Figure 1. Signal metal coverage by tile.
30 x 30 tiles, from dark blue (low) to red (high), scaled to the fullest tile. Values are wire area over tile area, all layers added.
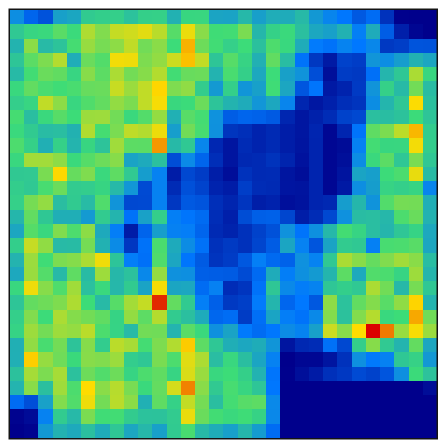
Figure 2. Clock distribution.
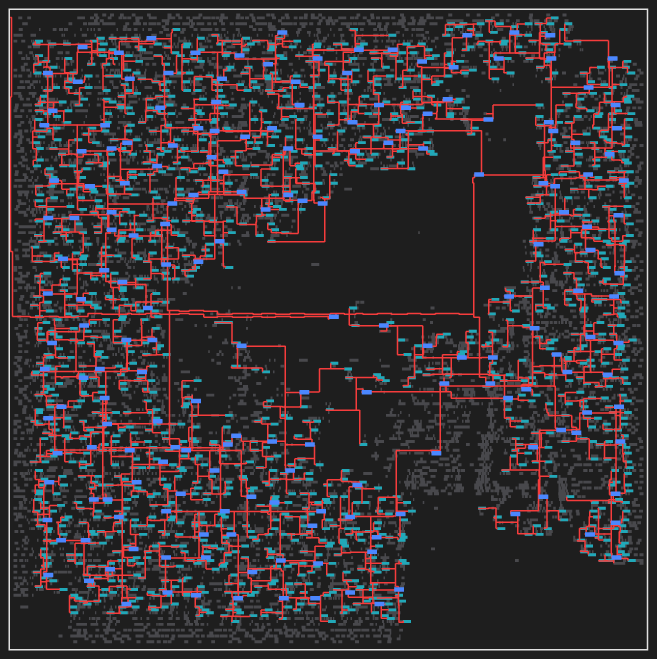
Figure 3. Sequential cells grouped by signal name.
Scale bar: 200 microns. Other sequential cells in the stronger gray, the rest of the logic in the fainter gray.
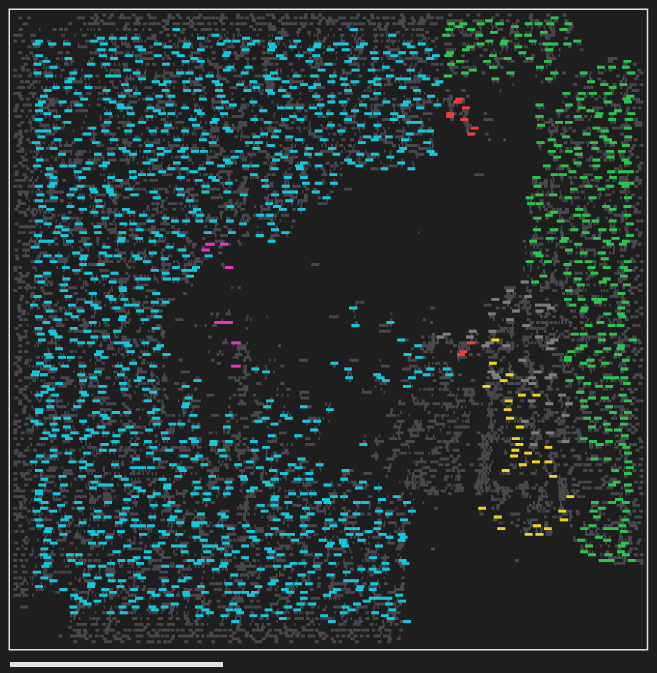
Figure 4. Placed standard cells.
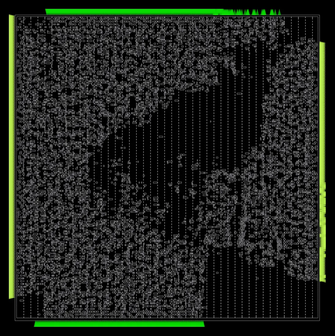
### src/rtl/tpu_fc_pkg.sv
// Shared definitions for the fully-connected classifier stage: default sizes,
// FSM state encoding and the max-pool pixel packing convention.
package tpu_fc_pkg;

    localparam int unsigned FC_N_IN   = 144;
    localparam int unsigned FC_N_OUT  = 10;
    localparam int unsigned FC_ACC_W  = 32;
    localparam int unsigned PIX_W     = 8;
    localparam int unsigned WT_W      = 8;
    localparam int unsigned GRID_W    = 12;

    typedef enum logic [2:0] {
        ST_IDLE  = 3'd0,
        ST_PRE   = 3'd1,
        ST_MAC   = 3'd2,
        ST_WRITE = 3'd3,
        ST_DONE  = 3'd4
    } fc_state_e;

    // Pixel (row, col) of the 12x12 pooled map is flat index row*12+col
    function automatic int unsigned pix_index(input int unsigned row, input int unsigned col);
        return row * GRID_W + col;
    endfunction

    function automatic int unsigned pix_lsb(input int unsigned p);
        return p * PIX_W;
    endfunction

endpackage

### src/rtl/tpu_fc_mac.sv
// Registered multiply-accumulate: unsigned pixel times signed weight, added to
// either the running sum or a freshly loaded bias. Wraps modulo 2^ACC_W.
module tpu_fc_mac
    import tpu_fc_pkg::*;
#(
    parameter int unsigned ACC_W = FC_ACC_W
) (
    input  logic                    clk,
    input  logic                    rst,
    input  logic                    en_i,
    input  logic                    load_i,
    input  logic signed [ACC_W-1:0] bias_i,
    input  logic [PIX_W-1:0]        act_i,
    input  logic signed [WT_W-1:0]  weight_i,
    output logic signed [ACC_W-1:0] acc_o
);

    localparam int unsigned PROD_W = PIX_W + WT_W + 1;

    logic signed [PROD_W-1:0] act_ext_c;
    logic signed [PROD_W-1:0] wt_ext_c;
    logic signed [PROD_W-1:0] prod_c;
    logic signed [ACC_W-1:0]  acc_q;
    logic signed [ACC_W-1:0]  acc_d;

    always_comb begin
        act_ext_c = {{(PROD_W-PIX_W){1'b0}}, act_i};
        wt_ext_c  = {{(PROD_W-WT_W){weight_i[WT_W-1]}}, weight_i};
        prod_c    = act_ext_c * wt_ext_c;
        acc_d     = acc_q;
        if (en_i) begin
            acc_d = (load_i ? bias_i : acc_q)
                  + {{(ACC_W-PROD_W){prod_c[PROD_W-1]}}, prod_c};
        end
    end

    always_ff @(posedge clk) begin
        if (rst) acc_q <= '0;
        else     acc_q <= acc_d;
    end

    assign acc_o = acc_q;

endmodule

### src/rtl/tpu_fc_layer.sv
// Fully-connected classifier: N_OUT scores, one MAC per cycle, plus argmax.
// Define TPU_FC_RELU_EN to clamp scores at zero before storing/comparing.
module tpu_fc_layer
    import tpu_fc_pkg::*;
#(
    parameter int unsigned N_IN  = FC_N_IN,
    parameter int unsigned N_OUT = FC_N_OUT,
    parameter int unsigned ACC_W = FC_ACC_W
) (
    input  logic                         clk,
    input  logic                         rst,
    input  logic                         start,
    input  logic [N_IN*PIX_W-1:0]        tensor_in,
    output logic                         busy,
    output logic                         done,
    output logic [$clog2(N_IN*N_OUT)-1:0] w_addr,
    input  logic signed [WT_W-1:0]       w_data,
    output logic [$clog2(N_OUT)-1:0]     b_addr,
    input  logic signed [ACC_W-1:0]      b_data,
    output logic [N_OUT*ACC_W-1:0]       scores,
    output logic [$clog2(N_OUT)-1:0]     class_idx
);

    localparam int unsigned WA_W  = $clog2(N_IN*N_OUT);
    localparam int unsigned IDX_W = $clog2(N_OUT);
    localparam int unsigned P_W   = $clog2(N_IN);

    fc_state_e               state_q, state_d;
    logic [IDX_W-1:0]        n_q, n_d;
    logic [P_W-1:0]          p_q, p_d;
    logic [N_IN*PIX_W-1:0]   tensor_q, tensor_d;
    logic [WA_W-1:0]         w_addr_q, w_addr_d;
    logic [IDX_W-1:0]        b_addr_q, b_addr_d;
    logic [N_OUT*ACC_W-1:0]  scores_q, scores_d;
    logic [IDX_W-1:0]        class_q, class_d;
    logic signed [ACC_W-1:0] max_q, max_d;
    logic                    busy_q, busy_d;
    logic                    done_q, done_d;

    logic                    mac_en_c;
    logic                    mac_load_c;
    logic [PIX_W-1:0]        act_c;
    logic signed [ACC_W-1:0] acc_c;
    logic signed [ACC_W-1:0] wr_val_c;

    assign act_c = tensor_q[pix_lsb(32'(p_q)) +: PIX_W];

    tpu_fc_mac #(.ACC_W(ACC_W)) u_mac (
        .clk      (clk),
        .rst      (rst),
        .en_i     (mac_en_c),
        .load_i   (mac_load_c),
        .bias_i   (b_data),
        .act_i    (act_c),
        .weight_i (w_data),
        .acc_o    (acc_c)
    );

`ifdef TPU_FC_RELU_EN
    assign wr_val_c = acc_c[ACC_W-1] ? '0 : acc_c;
`else
    assign wr_val_c = acc_c;
`endif

    // Addresses are issued one cycle ahead of the MAC that consumes their data
    always_comb begin
        state_d    = state_q;
        n_d        = n_q;
        p_d        = p_q;
        tensor_d   = tensor_q;
        w_addr_d   = w_addr_q;
        b_addr_d   = b_addr_q;
        scores_d   = scores_q;
        class_d    = class_q;
        max_d      = max_q;
        done_d     = 1'b0;
        mac_en_c   = 1'b0;
        mac_load_c = 1'b0;

        case (state_q)
            ST_IDLE: begin
                if (start) begin
                    tensor_d = tensor_in;
                    n_d      = '0;
                    w_addr_d = '0;
                    b_addr_d = '0;
                    state_d  = ST_PRE;
                end
            end
            ST_PRE: begin
                p_d      = '0;
                w_addr_d = w_addr_q + WA_W'(1);
                state_d  = ST_MAC;
            end
            ST_MAC: begin
                mac_en_c   = 1'b1;
                mac_load_c = (p_q == '0);
                if (p_q == P_W'(N_IN-1)) begin
                    state_d = ST_WRITE;
                end else begin
                    p_d = p_q + P_W'(1);
                    if (p_q < P_W'(N_IN-2)) w_addr_d = w_addr_q + WA_W'(1);
                end
            end
            ST_WRITE: begin
                scores_d[32'(n_q)*ACC_W +: ACC_W] = wr_val_c;
                if ((n_q == '0) || (wr_val_c > max_q)) begin
                    max_d   = wr_val_c;
                    class_d = n_q;
                end
                if (n_q == IDX_W'(N_OUT-1)) begin
                    done_d  = 1'b1;
                    state_d = ST_DONE;
                end else begin
                    n_d      = n_q + IDX_W'(1);
                    b_addr_d = n_q + IDX_W'(1);
                    w_addr_d = w_addr_q + WA_W'(1);
                    state_d  = ST_PRE;
                end
            end
            ST_DONE: begin
                state_d = ST_IDLE;
            end
            default: begin
                state_d = ST_IDLE;
            end
        endcase

        busy_d = (state_d == ST_PRE) || (state_d == ST_MAC) || (state_d == ST_WRITE);
    end

    always_ff @(posedge clk) begin
        if (rst) begin
            state_q  <= ST_IDLE;
            n_q      <= '0;
            p_q      <= '0;
            tensor_q <= '0;
            w_addr_q <= '0;
            b_addr_q <= '0;
            scores_q <= '0;
            class_q  <= '0;
            max_q    <= '0;
            busy_q   <= 1'b0;
            done_q   <= 1'b0;
        end else begin
            state_q  <= state_d;
            n_q      <= n_d;
            p_q      <= p_d;
            tensor_q <= tensor_d;
            w_addr_q <= w_addr_d;
            b_addr_q <= b_addr_d;
            scores_q <= scores_d;
            class_q  <= class_d;
            max_q    <= max_d;
            busy_q   <= busy_d;
            done_q   <= done_d;
        end
    end

    assign busy      = busy_q;
    assign done      = done_q;
    assign w_addr    = w_addr_q;
    assign b_addr    = b_addr_q;
    assign scores    = scores_q;
    assign class_idx = class_q;

endmodule

### config.mk
export PLATFORM = sky130hd
export DESIGN_NAME = tpu_fc_layer
export DESIGN_NICKNAME = d
export VERILOG_FILES = /design/src/rtl/tpu_fc_pkg.sv /design/src/rtl/tpu_fc_mac.sv /design/src/rtl/tpu_fc_layer.sv
export SDC_FILE = /design/constraint.sdc
export NUM_CORES = 2
export LEC_CHECK = 0
export CAP_MARGIN = 20
export CORE_AREA = 3 3 594 596
export DETAILED_ROUTE_END_ITERATION = 10
export DIE_AREA = 0 0 597 599
export PLACE_DENSITY = 0.36
export SLEW_MARGIN = 0
export SYNTH_ARGS = -nofsm -noshare
export SYNTH_HDL_FRONTEND = slang
export SYNTH_HIERARCHICAL = 1
export SYNTH_SLANG_ARGS = --single-unit
### constraint.sdc
create_clock -name clk -period 11.6 [get_ports clk]
set_clock_uncertainty 0.15 [all_clocks]
set_input_delay 2.32 -clock clk [delete_from_list [all_inputs] [get_ports clk]]
set_output_delay 2.32 -clock clk [all_outputs]
set_load 0.05 [all_outputs]
==> impl_metrics.py <==
# Generated from Yosys and OpenROAD reports
metrics = {
    "setup_path": {
        "crit_family": "AND-OR/OR-AND gates",
        "crit_top_cell": "fa_1",
        "r2r_slack_ns": 0.98,
        "cp-endpoint": "u_mac/acc_o[29]$_SDFFE_PP0P_",
        "crit_slowest_cell": "dfxtp_4",
        "cp_max_fo": 27,
        "cp-startpoint": "p_q[3]$_SDFFE_PP0P_",
        "crit_required_ns": 12.14,
        "path_buffers": 4,
    },
    "yosys": {
        "ys_top_logic_family": "simple AND/OR/NAND/NOR gates",
        "yosysWarnings": 6,
        "synth.distinct_cells": 80,
        "synth_seq_share_pct": 45.7,
        "synth_nets": 9660,
        "synth.area.mux_share_pct": 11.2,
        "ys_area_sq_um": 68700,
        "synthSimpleGateAreaFrac_pct": 20.0,
        "yosysTopAreaCell": "dfxtp_1",
        "synthXorXnorAreaFrac_pct": 0.650,
        "synth-edff-count": 0,
        "yosysCellCount": 8318,
        "yosys_register_bits": 1568,
        "top_area_share_pct": 45.7,
        "synth-async-reset-ratio_pct": 0,
        "syn-cell-area_sq_um": 68700,
        "synthAoiAreaFrac_pct": 15.1,
    },
    "layout": {
        "n_all_inverters": 106,
        "largestClassByArea": "multi-input combinational cells",
        "clkbuf_count": 305,
        "drive_gt1_share_pct": 8.34,
        "syn2layout_area_growth_pct": 38.5,
        "combGateArea_sq_um": 34500,
        "buf_share_pct": 17.6,
        "signal_buffers": 1673,
        "finalNetCount": 10900,
    },
    "timing": {
        "fmax_mhz": 94.1,
        "rsz0062_at_grt": "no",
        "hold_viol": 0,
        "period_minus_slack_ns": 10.62,
        "tns_ns": 0,
        "tightest_slew_ns": 1.38,
    },
    "min_path": {
        "min_path_type": "reg2reg",
    },
    "pwr": {
        "p_leak_nw": 33.0,
        "ir_drop_v": 0.000115,
    },
    "detailed_routing": {
        "postRouteAntennaNets": 0,
        "wl_met3_mm": 23.2,
        "route.detailed.drc": 0,
        "dr.pass1.iters": 6,
        "dr_wl_met2_mm": 204,
    },
    "run": {
        "warnings": 91,
    },
    "die": {
        "io_pins": 1536,
    },
    "clock_network": {
        "numClockSinks": 1568,
        "cts_setup_buffers": 0,
        "cts-root-buf": "clkbuf_16",
        "numCtsBuffers": 198,
        "cts.clk_slew.worst_paths_ns": 0.06,
        "cts_tree": "done",
    },
    "placed_design": {
        "dp_hpwl_mm": 311,
        "io_buffers": 1535,
        "gp_congestion": 0.860,
    },
    "global_route": {
        "grt_pass1_vias": 66000,
        "gr-usage-met3_pct": 4.14,
        "grt_pass1_wl_mm": 543,
    },
    "status": {
        "status": "finished, final reports clean",
    },
}
-- Figure 1 (at the start) --
mean over tiles	0.18
fullest tile	0.48
nearly empty tiles	6.7%
final WL: 404 mm
routed vias: 66.2k
average wire per standard cell: 28.2 microns
Global Route Usage Sum: 21.5%

-- Figure 2 (at the start) --
[clock wires] red | length: 26.5 mm
[flip-flops] cyan | count: 1,568
[clock-net drivers] blue | count: 198
flops lie	all over the die
clock-net power: 6.13 mW
clock group share of total power: 41.4%
clk latency late pin: 0.90 ns

-- Figure 3 (at the start) --
netlist name	color	sequential cells
p_q	magenta	8
u_mac/acc_o	yellow	32
tensor_q	cyan	1,152
scores	green	320
w_addr	red	11
flop share of the area: 33.0%
register area: 31,400 sq um
Seq. pwr: 5.94 mW
Layout Utilization: 27.3%

-- Figure 4 (at the start) --
Final Non-Filler Cells: 14.3k
n_taps: 4,599
core area: 349,000 sq um
fillers: 37.8k
seq_cells: 1,568

flip-flops by register name, summed over array words and instances, names as in the netlist:
register and count:
b_addr 4, busy 1, class_idx 4, done 1
max_q 32, p_q 8, scores 320, state_q 3
tensor_q 1152, u_mac/acc_o 32, w_addr 11
cell usage after synthesis, types with 14 or more instances:
cell type	instances
a211oi_1	26
a21bo_1	32
a21o_1	19
a21oi_1	1612
a22oi_1	33
and2_1	50
buf_1	20
buf_2	51
clkbuf_1	596
dfxtp_1	1568
fa_1	38
ha_1	109
inv_1	104
mux2_2	59
mux2i_1	108
mux4_2	262
nand2_1	2581
nand2b_1	14
nand3_1	236
nand4_1	18
nor2_1	362
nor2b_1	16
nor3_1	92
o21ai_0	51
o221ai_1	16
o22ai_1	33
xnor2_1	33
xor2_1	18
through the flow:
stage | cells | setup slack, ns | util, % | cell area [sq um]
3_5_place_dp | 13900 | 0.765 | 25.5 | 88800
2_1_floorplan | 8318 | 2.89 | - | 68700
4_1_cts | 14300 | 0.703 | 27.3 | 95100
6_report | 14300 | 0.975 | 27.3 | 95200
5_1_grt | 14300 | 0.295 | 27.3 | 95100
3_3_place_gp | 13900 | 0.732 | 25.5 | 88800
kinds of logic (layout without fill, tap and decap cells):
group                      count (synthesis)  in the layout
and+or+nand+nor                         3433           3433
AOI/OAI and AO/OA                       1914           1914
DFF                                     1568           1568
buffers and inverters                    775           2122
muxes                                    430            430
adders and majority gates                147            147
xor gates and xnor gates                  51             51
other                                      0             52
report_power, final:
group	switching, mW	leakage [nW]	total [mW]	internal (mW)
Clock	2.59	3.06	6.13	3.54
Combinational	1.64	17.1	2.75	1.11
Sequential	0.226	12.8	5.94	5.71
Total	4.45	33.0	14.8	10.4
Power and IR drop assume default switching activity.
